--- src/rtl/sar_logic_pkg.sv ---
// rtl/sar_logic_pkg.sv - shared widths, state encoding and cap-array constants for the SAR controller
package sar_logic_pkg;

    localparam int SAR_BITS  = 8;
    localparam int CAP_W     = 9;
    // Position of the dummy LSB capacitor in every switch vector; never switched to VREF.
    localparam int DUMMY_BIT = 0;

    typedef enum logic [1:0] {
        ST_IDLE   = 2'd0,
        ST_SAMPLE = 2'd1,
        ST_CONV   = 2'd2,
        ST_DONE   = 2'd3
    } sar_state_t;

endpackage

--- src/rtl/sar_cap_map.sv ---
// rtl/sar_cap_map.sv - combinational mapping from SAR code and state to the split-array switch vectors
module sar_cap_map
    import sar_logic_pkg::*;
(
    input  sar_state_t          i_state,
    input  logic [SAR_BITS-1:0] i_sar,
    output logic [CAP_W-1:0]    o_sca1_top,
    output logic [CAP_W-1:0]    o_sca1_btm,
    output logic [CAP_W-1:0]    o_sca2_top,
    output logic [CAP_W-1:0]    o_sca2_btm
);

    // Top plates close only while sampling; bottom plates follow the trial code
    // (sca1 true, sca2 complemented) once the binary search has begun.
    always_comb begin
        o_sca1_top = '0;
        o_sca2_top = '0;
        o_sca1_btm = '0;
        o_sca2_btm = '0;
        if (i_state == ST_SAMPLE) begin
            o_sca1_top = '1;
            o_sca2_top = '1;
        end
        if ((i_state == ST_CONV) || (i_state == ST_DONE)) begin
            o_sca1_btm            = {i_sar, 1'b0};
            o_sca2_btm            = {~i_sar, 1'b0};
            o_sca1_btm[DUMMY_BIT] = 1'b0;
            o_sca2_btm[DUMMY_BIT] = 1'b0;
        end
    end

endmodule

--- src/rtl/sar_adc_logic.sv ---
// rtl/sar_adc_logic.sv - 8-bit SAR ADC sequencer (optional SAR_EOC_PULSE_EN: single-cycle eoc)
module sar_adc_logic
    import sar_logic_pkg::*;
#(
    parameter int SAMPLE_CYCLES = 2
) (
    input  logic                i_clk,
    input  logic                i_rst,
    input  logic                i_cnvst,
    input  logic                i_cmp_out,
    output logic [SAR_BITS-1:0] o_sar,
    output logic                o_eoc,
    output logic                o_cmp_clk,
    output logic                o_s_clk,
    output logic [CAP_W-1:0]    o_fine_sca1_top,
    output logic [CAP_W-1:0]    o_fine_sca1_btm,
    output logic [CAP_W-1:0]    o_fine_sca2_top,
    output logic [CAP_W-1:0]    o_fine_sca2_btm
);

    localparam int CNT_W = (SAMPLE_CYCLES > 1) ? $clog2(SAMPLE_CYCLES) : 1;
    localparam logic [CNT_W-1:0] SMP_LAST = CNT_W'(SAMPLE_CYCLES - 1);

    sar_state_t          r_state;
    logic [SAR_BITS-1:0] r_sar;
    logic [2:0]          r_idx;
    logic [CNT_W-1:0]    r_smp_cnt;
    logic                r_eoc;
    logic                r_cmp_clk;
    logic                r_s_clk;
    logic [SAR_BITS-1:0] w_sar_dec;

    // Code after the current bit decision: drop the trial bit if the DAC overshot,
    // and raise the next lower bit as the new trial (none after bit 0).
    always_comb begin
        w_sar_dec = r_sar;
        if (i_cmp_out) begin
            w_sar_dec[r_idx] = 1'b0;
        end
        if (r_idx != 3'd0) begin
            w_sar_dec[r_idx - 3'd1] = 1'b1;
        end
    end

    // Conversion sequencer: sample window, then two cycles per bit (strobe, settle).
    always_ff @(posedge i_clk or negedge i_rst) begin
        if (!i_rst) begin
            r_state   <= ST_IDLE;
            r_sar     <= '0;
            r_idx     <= '0;
            r_smp_cnt <= '0;
            r_eoc     <= 1'b0;
            r_cmp_clk <= 1'b0;
            r_s_clk   <= 1'b0;
        end else begin
            case (r_state)
                ST_IDLE: begin
                    if (i_cnvst) begin
                        r_state   <= ST_SAMPLE;
                        r_sar     <= '0;
                        r_eoc     <= 1'b0;
                        r_s_clk   <= 1'b1;
                        r_smp_cnt <= '0;
                    end
                end
                ST_SAMPLE: begin
                    if (r_smp_cnt == SMP_LAST) begin
                        r_state   <= ST_CONV;
                        r_s_clk   <= 1'b0;
                        r_sar     <= 8'h80;
                        r_idx     <= 3'd7;
                        r_cmp_clk <= 1'b1;
                    end else begin
                        r_smp_cnt <= r_smp_cnt + 1'b1;
                    end
                end
                ST_CONV: begin
                    if (r_cmp_clk) begin
                        r_sar     <= w_sar_dec;
                        r_cmp_clk <= 1'b0;
                        if (r_idx == 3'd0) begin
                            r_state <= ST_DONE;
                            r_eoc   <= 1'b1;
                        end else begin
                            r_idx <= r_idx - 3'd1;
                        end
                    end else begin
                        r_cmp_clk <= 1'b1;
                    end
                end
                ST_DONE: begin
                    r_state <= ST_IDLE;
`ifdef SAR_EOC_PULSE_EN
                    r_eoc   <= 1'b0;
`endif
                end
                default: begin
                    r_state <= ST_IDLE;
                end
            endcase
        end
    end

    assign o_sar     = r_sar;
    assign o_eoc     = r_eoc;
    assign o_cmp_clk = r_cmp_clk;
    assign o_s_clk   = r_s_clk;

    sar_cap_map u_cap_map (
        .i_state    (r_state),
        .i_sar      (r_sar),
        .o_sca1_top (o_fine_sca1_top),
        .o_sca1_btm (o_fine_sca1_btm),
        .o_sca2_top (o_fine_sca2_top),
        .o_sca2_btm (o_fine_sca2_btm)
    );

endmodule

--- config.mk ---
export PLATFORM = sky130hd
export DESIGN_NAME = sar_adc_logic
export DESIGN_NICKNAME = d
export VERILOG_FILES = /design/src/rtl/sar_logic_pkg.sv /design/src/rtl/sar_cap_map.sv /design/src/rtl/sar_adc_logic.sv
export SDC_FILE = /design/constraint.sdc
export NUM_CORES = 1
export LEC_CHECK = 0
export ABC_AREA = 1
export CAP_MARGIN = 20
export CELL_PAD_IN_SITES_DETAIL_PLACEMENT = 2
export CELL_PAD_IN_SITES_GLOBAL_PLACEMENT = 2
export CORE_AREA = 2 2 72 74
export DETAILED_ROUTE_END_ITERATION = 16
export DIE_AREA = 0 0 74 76
export DONT_BUFFER_PORTS = 1
export PLACE_DENSITY_LB_ADDON = 0.25
export SLEW_MARGIN = 20
export SYNTH_ARGS = -nofsm -noshare
export SYNTH_HDL_FRONTEND = slang
export SYNTH_SLANG_ARGS = --single-unit
--- constraint.sdc ---
create_clock -name i_clk -period 1.74 [get_ports i_clk]
set_input_delay 0.174 -clock i_clk [delete_from_list [all_inputs] [get_ports i_clk]]
set_output_delay 0.174 -clock i_clk [all_outputs]
set_load 0.03 [all_outputs]
Figure 1. Cell sizes after repair (run 1).
(4 px per um)
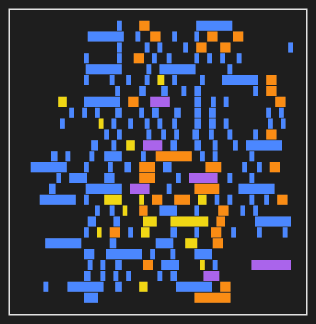
| size | color | cells |
|---|---|---|
| drive 2 | yellow | 15 |
| drive 1 or less | blue | 149 |
| drive 3 to 4 | orange | 30 |
| drive 6 and up | purple | 6 |
min setup slack post-route: 5.35 ps
fin area: 1590 um^2
Signal buffers: 25
area grow syn2layout: 18.0%

Figure 2. A small window of the routed layout (run 1).
Region (6, 44) to (31, 69) um. Cells in gray, sequential cells in the stronger gray; small squares are vias.
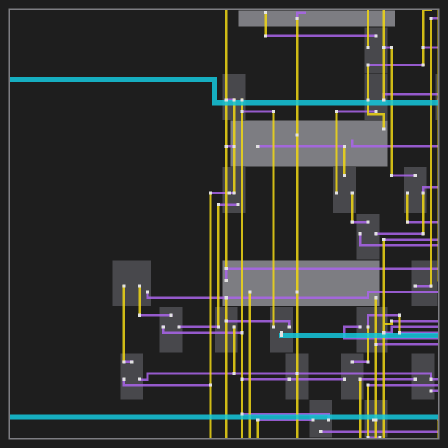
| layer | color |
|---|---|
| met2 | yellow |
| met3 | cyan |
| met1 | purple |
sequential cells in the window: 2
netlist names of flops here include: o_sar (1), r_idx (1)
most frequent: nand2_1 (13), inv_1 (2), dfrtp_1 (2)
cells with their middle in the window: 21

Figure 3. Placed cells, one color a class (run 1).
(4 px per um)
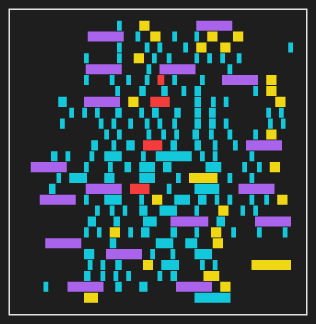
| class | color | cells |
|---|---|---|
| flip-flops | purple | 17 |
| other buffers and delay cells | yellow | 25 |
| clock drivers and dummy loads | red | 4 |
| all other logic | cyan | 154 |
Core Area: 4910 um^2
Layout Utilization: 32.3%

Figure 4. Routing congestion map (run 1).
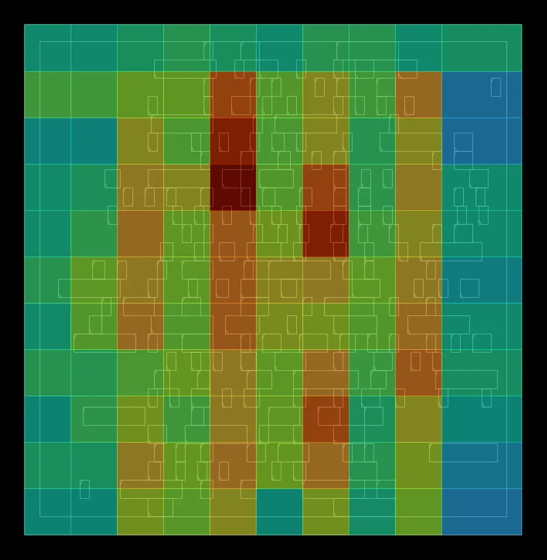
total track usage: 15.7%
met1 Usage GRT: 19.8%
global routing's busiest layer: met2

## run 1: kinds of logic (layout without fill, tap and decap cells)
logic type      after synthesis  in the layout
fa+ha+maj                     8              8
flops                        17             17
compound gates               27             27
other cells                   1              2
simple gates                 92             92
buf+inv                      46             54
## run 1: cells in the mapped netlist (2+ instances only)
cell     instances  area, um^2
nand2_2          4        25.0
nor2_1          24        90.1
dfrtp_1         17         425
o21ai_1          4        20.0
buf_4           19         143
o21ai_0         17        85.1
inv_1           20        75.1
ha_1             8         100
nand3_1          2        10.0
nand2_4          2        22.5
nand2_1         54         203
inv_2            4        15.0
a21oi_1          2        10.0
## run 1: state kept, by name, indices dropped and copies added (netlist names)
name       flops
r_idx          3
r_smp_cnt      1
o_sar          8
r_state        2
o_s_clk        1
o_cmp_clk      1
o_eoc          1
## run 1: per-layer routing
metal,share of wire (%),wire [um]
met5,0,0
met2,50,1990
met1,45,1800
met3,4.5,181
met4,0.38,15
## run 1: through the flow
| stage | instance area (um^2) | std cells | hold WS, ps | util, % |
|---|---|---|---|---|
| finish | 1590 | 270 | 84.4 | 32.3 |
| floorplan | 1350 | 192 | -122 | - |
| CTS | 1560 | 269 | 79.9 | 31.8 |
| global placement | 1450 | 260 | -121 | 29.5 |
| global route | 1590 | 270 | 88.7 | 32.3 |
| detailed placement | 1450 | 260 | -121 | 29.5 |
## run 1: worst max-delay path, delay by kind of cell (launching register included)
family,cells,cell delay [ps]
buffers and inverters,3,500
adders and majority gates,1,190
and+or+nand+nor,2,180
DFF,1,430
==> flow_summary.toml, run 1 <==
# yosys + openroad results
[run_status]
status = "completed"

[clocking]
cts_tree = "built"
ctsHoldBuffers = 1
clock_path_buffers = 2
cts.sinks = 17
htreeDepth = 1
clock_latency_ps = 260
cts_made_buffers = 3
root_buffer = "clkbuf_8"

[critical_path]
crit_path_end_kind = "output port"
path_max_fanout = 14
r2r_start = "r_state[1]"
cpPeakStageDelay_ps = 430
crit_required_ps = 1570
rr_worst_depth = 8
cp_cell_sequence = "buf_4, ha_4, nor2_4, buf_12, nor2_1, buf_4"
path_class = "reg -> out"
slowest_stage = "dfrtp_2"
regToRegSetupSlack_ps = 150
crit_path_end = "o_fine_sca2_btm[5]"
crit_start = "r_state[1]"

[synthesis]
netlist_instances = 191
synth_cell_types = 27
async_flop_share_pct = 100
mux_area_share_pct = 0
edf_count = 0
ys_ff = 17
synthAoiAreaFrac_pct = 10.8
synth.cellmix.xorXnorShare_pct = 0
adder_share_pct = 7.45
syn_avg_cell_area_um2 = 7.04
synthTopLogicFamily = "simple AND/OR/NAND/NOR gates"
yosysWarnings = 0
ys_seq_share_pct = 31.7
synth-main-ff-cell = "dfrtp_1"
synth-simple-area-share_pct = 30.8

[routing]
drt_first_pass_iters = 4
ant_nets = 0
wire_per_inst_um = 14.8
via_per_inst = 4.40
drc_errors = 0

[grt]
grt_max_degree = 18
grt_overflow = 0
gr-usage-met2_pct = 27.2
grt_pass1_wl_um = 7040
grt_util_met3_pct = 3.17
antenna_found_initial = 0

[timing]
setup_viol = 0
fmax_ghz = 0.576
period_minus_slack_ps = 1730
hold_violations = 0
maxSlewViolCount = 0
fin_crit_sh_pct = 99.7
slew_headroom_pct = 41.5
skew_ps = 11.1
tightest_slew_ps = 874
rsz0062_at_grt = "true"

[die]
chipArea_um2 = 5620
rows = 26
die_x_um = 74
n_tap_cell = 70
die_y_um = 76
boundaryPins = 51
fp_util_pct = 27.4

[layout]
nClkBuffers = 3
final_common_cell = "nand2_1"
mostFrequentLayoutCells = "nand2_1, nor2_1, buf_4"
fillers = 597
logic_area_um2 = 699
final-clk-cell-share_pct = 2.92
logic_gate_count = 129
nNonClkInverters = 25
largestClassByArea = "multi-input combinational cells"
flop-count = 17
nets = 213
num_antenna_cells = 0
comb_share_pct = 44.1
final_layout_size_suffix_gt1_share_pct = 25.5
buf_share_pct = 14.3
regArea_um2 = 427

[placed_design]
numPortBuffers = 0
routabilityCongestion = 0.804

[min_path]
min_path_type = "in -> reg"
worstHoldEndpoint = "o_s_clk"
min_path_cells = 2
==> inputs of run 2 (changes only) <==
==> constraint.sdc (replaced) <==
create_clock -name i_clk -period 1.74 [get_ports i_clk]
set_input_delay 0.261 -clock i_clk [delete_from_list [all_inputs] [get_ports i_clk]]
set_output_delay 0.261 -clock i_clk [all_outputs]
set_load 0.03 [all_outputs]
==> flow_summary.toml, run 2 <==
# yosys + openroad results
[critical_path]
crit_start = "r_state[0]"
r2r_start = "r_state[1]"
path_max_fanout = 7
path_class = "reg -> out"
regToRegSetupSlack_ps = 140
crit_required_ps = 1480
rr_worst_depth = 7
crit_path_end_kind = "output port"

[layout]
largest_register_ffs = 8
num_antenna_cells = 0
mostFrequentLayoutCells = "nand2_1, inv_1, o21ai_0"
nets = 214
fin_area_um2 = 1750
final_common_cell = "nand2_1"
final_layout_size_suffix_gt1_share_pct = 31.8

[placed_design]
routabilityCongestion = 0.778
numPortBuffers = 0
dpl_cell_area_um2 = 1480

[min_path]
worstHoldEndpoint = "o_s_clk"
min_path_cells = 2
min_path_type = "in -> reg"

[timing]
period_minus_slack_ps = 1760
hold_violations = 0
maxSlewViolCount = 0
rsz0062_at_grt = "true"
layout_setup_ws_ps = -16.0
fmax_ghz = 0.569
skew_ps = 10.6
setup_viol = 12
fin_crit_sh_pct = 101
tightest_slew_ps = 868
slew_headroom_pct = 41.9

[clocking]
cts_made_buffers = 3
cts_tree = "built"
root_buffer = "clkbuf_8"
cts.sinks = 17
clock_path_buffers = 2
ctsHoldBuffers = 1
htreeDepth = 1
clock_latency_ps = 260

[synthesis]
adder_share_pct = 7.45
ys_seq_share_pct = 31.7
synth_cell_types = 27
synthTopLogicFamily = "simple AND/OR/NAND/NOR gates"
yosysWarnings = 0
top_cells_by_count = "nand2_1, nor2_1, inv_1, buf_4"
most_common_cell = "nand2_1"
mux_area_share_pct = 0
async_flop_share_pct = 100
ys_ff = 17
synthAoiAreaFrac_pct = 10.8
synth-main-ff-cell = "dfrtp_1"
synth-simple-area-share_pct = 30.8
netlist_instances = 191
yosysTopAreaCellShare_pct = 31.7
edf_count = 0
syn_avg_cell_area_um2 = 7.04
netlist.top_cell.by_area = "dfrtp_1"

[grt]
grt_max_degree = 18
grt_overflow = 0
antenna_found_initial = 0
grt_usage_pct = 16.2
grt_pass1_wl_um = 7090

[die]
fp_util_pct = 27.4
chipArea_um2 = 5620
core_um2 = 4910
die_x_um = 74
boundaryPins = 51

[routing]
ant_nets = 0
drc_errors = 0
via_per_inst = 4.51

[run_status]
violations = "setup timing"
status = "finished with violations"
==> run 2: netlist changes by cell type in the layout (fill, tap and decap cells not counted), sizes merged <==
cell	change
clkbuf	+2
clkinv	-1
==> run 2: routing by layer <==
metal | up-vias | wire [um] | global-route usage (%)
met5 | - | 0 | 0
li1 | 594 | - | -
met2 | 26 | 2140 | 27.4
met1 | 599 | 1800 | 21.0
met3 | 2 | 178 | 3.84
met4 | 0 | 23 | 2.73
==> run 2: cell type report <==
| class | instances | area [um^2] |
|---|---|---|
| repair buffers | 26 | 304 |
| inverters | 25 | 98.8 |
| multi-input cells | 129 | 792 |
| flip-flops and latches | 17 | 427 |
| clock buffers | 4 | 45.0 |
| well taps | 70 | 87.6 |
| fillers | 580 | 3160 |
==> run 2: stage by stage <==
| stage | hold WS [ps] | utilization (%) | worst slack (ps) | instances |
|---|---|---|---|---|
| after detailed placement | -34.0 | 30.1 | 79.4 | 262 |
| final | 228 | 35.7 | -16.0 | 271 |
| after global placement | -34.1 | 30.1 | 150 | 262 |
| after CTS | 202 | 34.6 | -35.4 | 271 |
| after global routing | 229 | 35.7 | -73.0 | 271 |
| after floorplan | -34.6 | - | 42.0 | 192 |
==> run 2: cell families after synthesis <==
family,after synthesis
and+or+nand+nor,92
adders and majority gates,8
AOI/OAI and AO/OA,27
DFF,17
buffers and inverters,46
other,1
==> run 2: critical path, cell delays in order, from the launching register on <==
cell       delay, ps
dfrtp_1          400
buf_6            140
ha_4             160
nor2_4           170
clkbuf_16        190
nor2_4            40
buf_6            150
Figure 5. Cell sizes after repair (run 2).
(4 px per um)
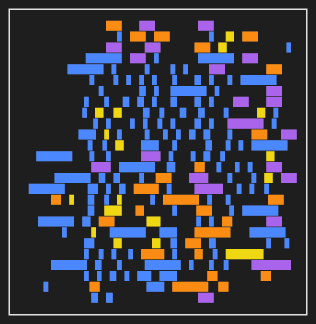
| size | color | cells |
|---|---|---|
| drive 1 or less | blue | 137 |
| drive 3 to 4 | orange | 26 |
| drive 6 and up | purple | 21 |
| drive 2 | yellow | 17 |
min setup slack post-route: -16.0 ps
area grow syn2layout: 30.5%
Signal buffers: 26

==> inputs of run 3 (changes only) <==
--- a/config.mk
+++ b/config.mk
@@ -13,7 +13,7 @@
 export DETAILED_ROUTE_END_ITERATION = 16
 export DIE_AREA = 0 0 74 76
 export DONT_BUFFER_PORTS = 1
-export PLACE_DENSITY_LB_ADDON = 0.25
+export PLACE_DENSITY = 0.7
 export SLEW_MARGIN = 20
 export SYNTH_ARGS = -nofsm -noshare
 export SYNTH_HDL_FRONTEND = slang
==> flow_summary.toml, run 3 <==
# yosys + openroad results
[synthesis]
async_flop_share_pct = 100
top_cells_by_count = "nand2_1, nor2_1, inv_1, buf_4"
synth-main-ff-cell = "dfrtp_1"
ys_seq_share_pct = 31.7
netlist_instances = 191
syn_avg_cell_area_um2 = 7.04
yosysWarnings = 0
yosys-top-cells-area = "dfrtp_1, nand2_1, buf_4, ha_1, nor2_1"
synth.cellmix.xorXnorShare_pct = 0
synth_cell_types = 27
netlist.top_cell.by_area = "dfrtp_1"
ys_ff = 17
synthAoiAreaFrac_pct = 10.8
most_common_cell = "nand2_1"
adder_share_pct = 7.45

[routing]
ant_nets = 0
wl_met1_um = 1820
wl_met3_um = 187
routed-wl-met2_um = 2120
drt_first_pass_iters = 4
topRoutingLayerUsed = "met4"

[placed_design]
numPortBuffers = 0
dp_slack_ps = -14.9

[timing]
fin_crit_sh_pct = 98.5
whs_ps = 190
slew_headroom_pct = 40.4
rsz0062_at_grt = "true"
tightest_slew_ps = 891
skew_ps = 2.96
fmax_ghz = 0.584
period_minus_slack_ps = 1710
maxSlewViolCount = 0

[run_status]
status = "completed"

[layout]
areaGrowthSynthToFinish_pct = 19.5
nets = 212

[clocking]
cts_made_buffers = 3
cts.sinks = 17
htreeDepth = 1
cts_tree = "built"
root_buffer = "clkbuf_8"

[grt]
grt_pass1_wl_um = 6950
grt_usage_pct = 15.6
antenna_found_initial = 0

[critical_path]
crit_required_ps = 1480
path_max_fanout = 17
regToRegSetupSlack_ps = 80
path_class = "reg -> out"

[die]
core_um2 = 4910
chipArea_um2 = 5620
[run 3: cell counts after synthesis]
No cell type changed its count.
[run 3: cell families after synthesis]
group | Yosys count
buffers and inverters | 46
other | 1
flip-flops | 17
AND/OR/NAND/NOR | 92
AND-OR/OR-AND | 27
adder cells (fa/ha/maj) | 8
[run 3: layer usage]
metal / global-route usage (%) / vias to the layer above
li1: - / 588
met1: 19.5 / 627
met2: 27.6 / 19
met3: 2.78 / 4
met4: 3.27 / 0
met5: 0 / -
[run 3: worst max-delay path, cell delays in order, from the launching register on]
cell and delay [ps]:
dfrtp_2 480, inv_4 100, ha_4 160, buf_16 440
[run 3: path summary, 6_finish.rpt]
check                                 from                 end  cells past startpoint
worst max-delay path            r_state[1]  o_fine_sca1_top[4]                      3
min in group asynchronous            i_rst            r_idx[1]                      1
worst max register to register  r_state[0]            r_idx[1]                      7
worst min-delay path               i_cnvst             o_s_clk                      2
max in group asynchronous            i_rst          r_state[1]                      1
worst min register to register   r_smp_cnt           r_smp_cnt                      2
[run 3: layout make-up]
| cell class | instances | area [um^2] |
|---|---|---|
| Inverter | 25 | 101 |
| Clock buffer | 4 | 45.0 |
| Fill cell | 588 | 3310 |
| Sequential cell | 17 | 428 |
| Multi-Input combinational cell | 129 | 717 |
| Timing Repair Buffer | 24 | 226 |
| Tap cell | 70 | 87.6 |
[run 3: stage by stage]
step / instance area [um^2] / setup TNS (ps) / cells
floorplan: 1350 / 0 / 192
global placement: 1470 / 0 / 261
detailed placement: 1470 / -14.9 / 261
CTS: 1560 / 0 / 268
global route: 1610 / -615 / 269
finish: 1610 / 0 / 269
Figure 6. Placed cells, one color a class (run 3).
(4 px per um)
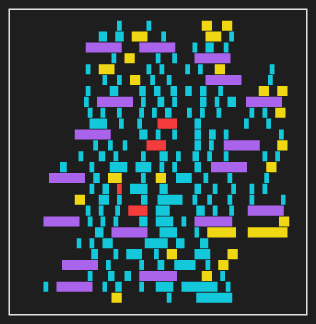
| class | color | cells |
|---|---|---|
| flip-flops | purple | 17 |
| other buffers and delay cells | yellow | 24 |
| all other logic | cyan | 154 |
| clock drivers and dummy loads | red | 4 |
fin area: 1610 um^2
Std-Cell Rows: 26
Seq/total area: 26.7%
Layout Utilization: 32.7%

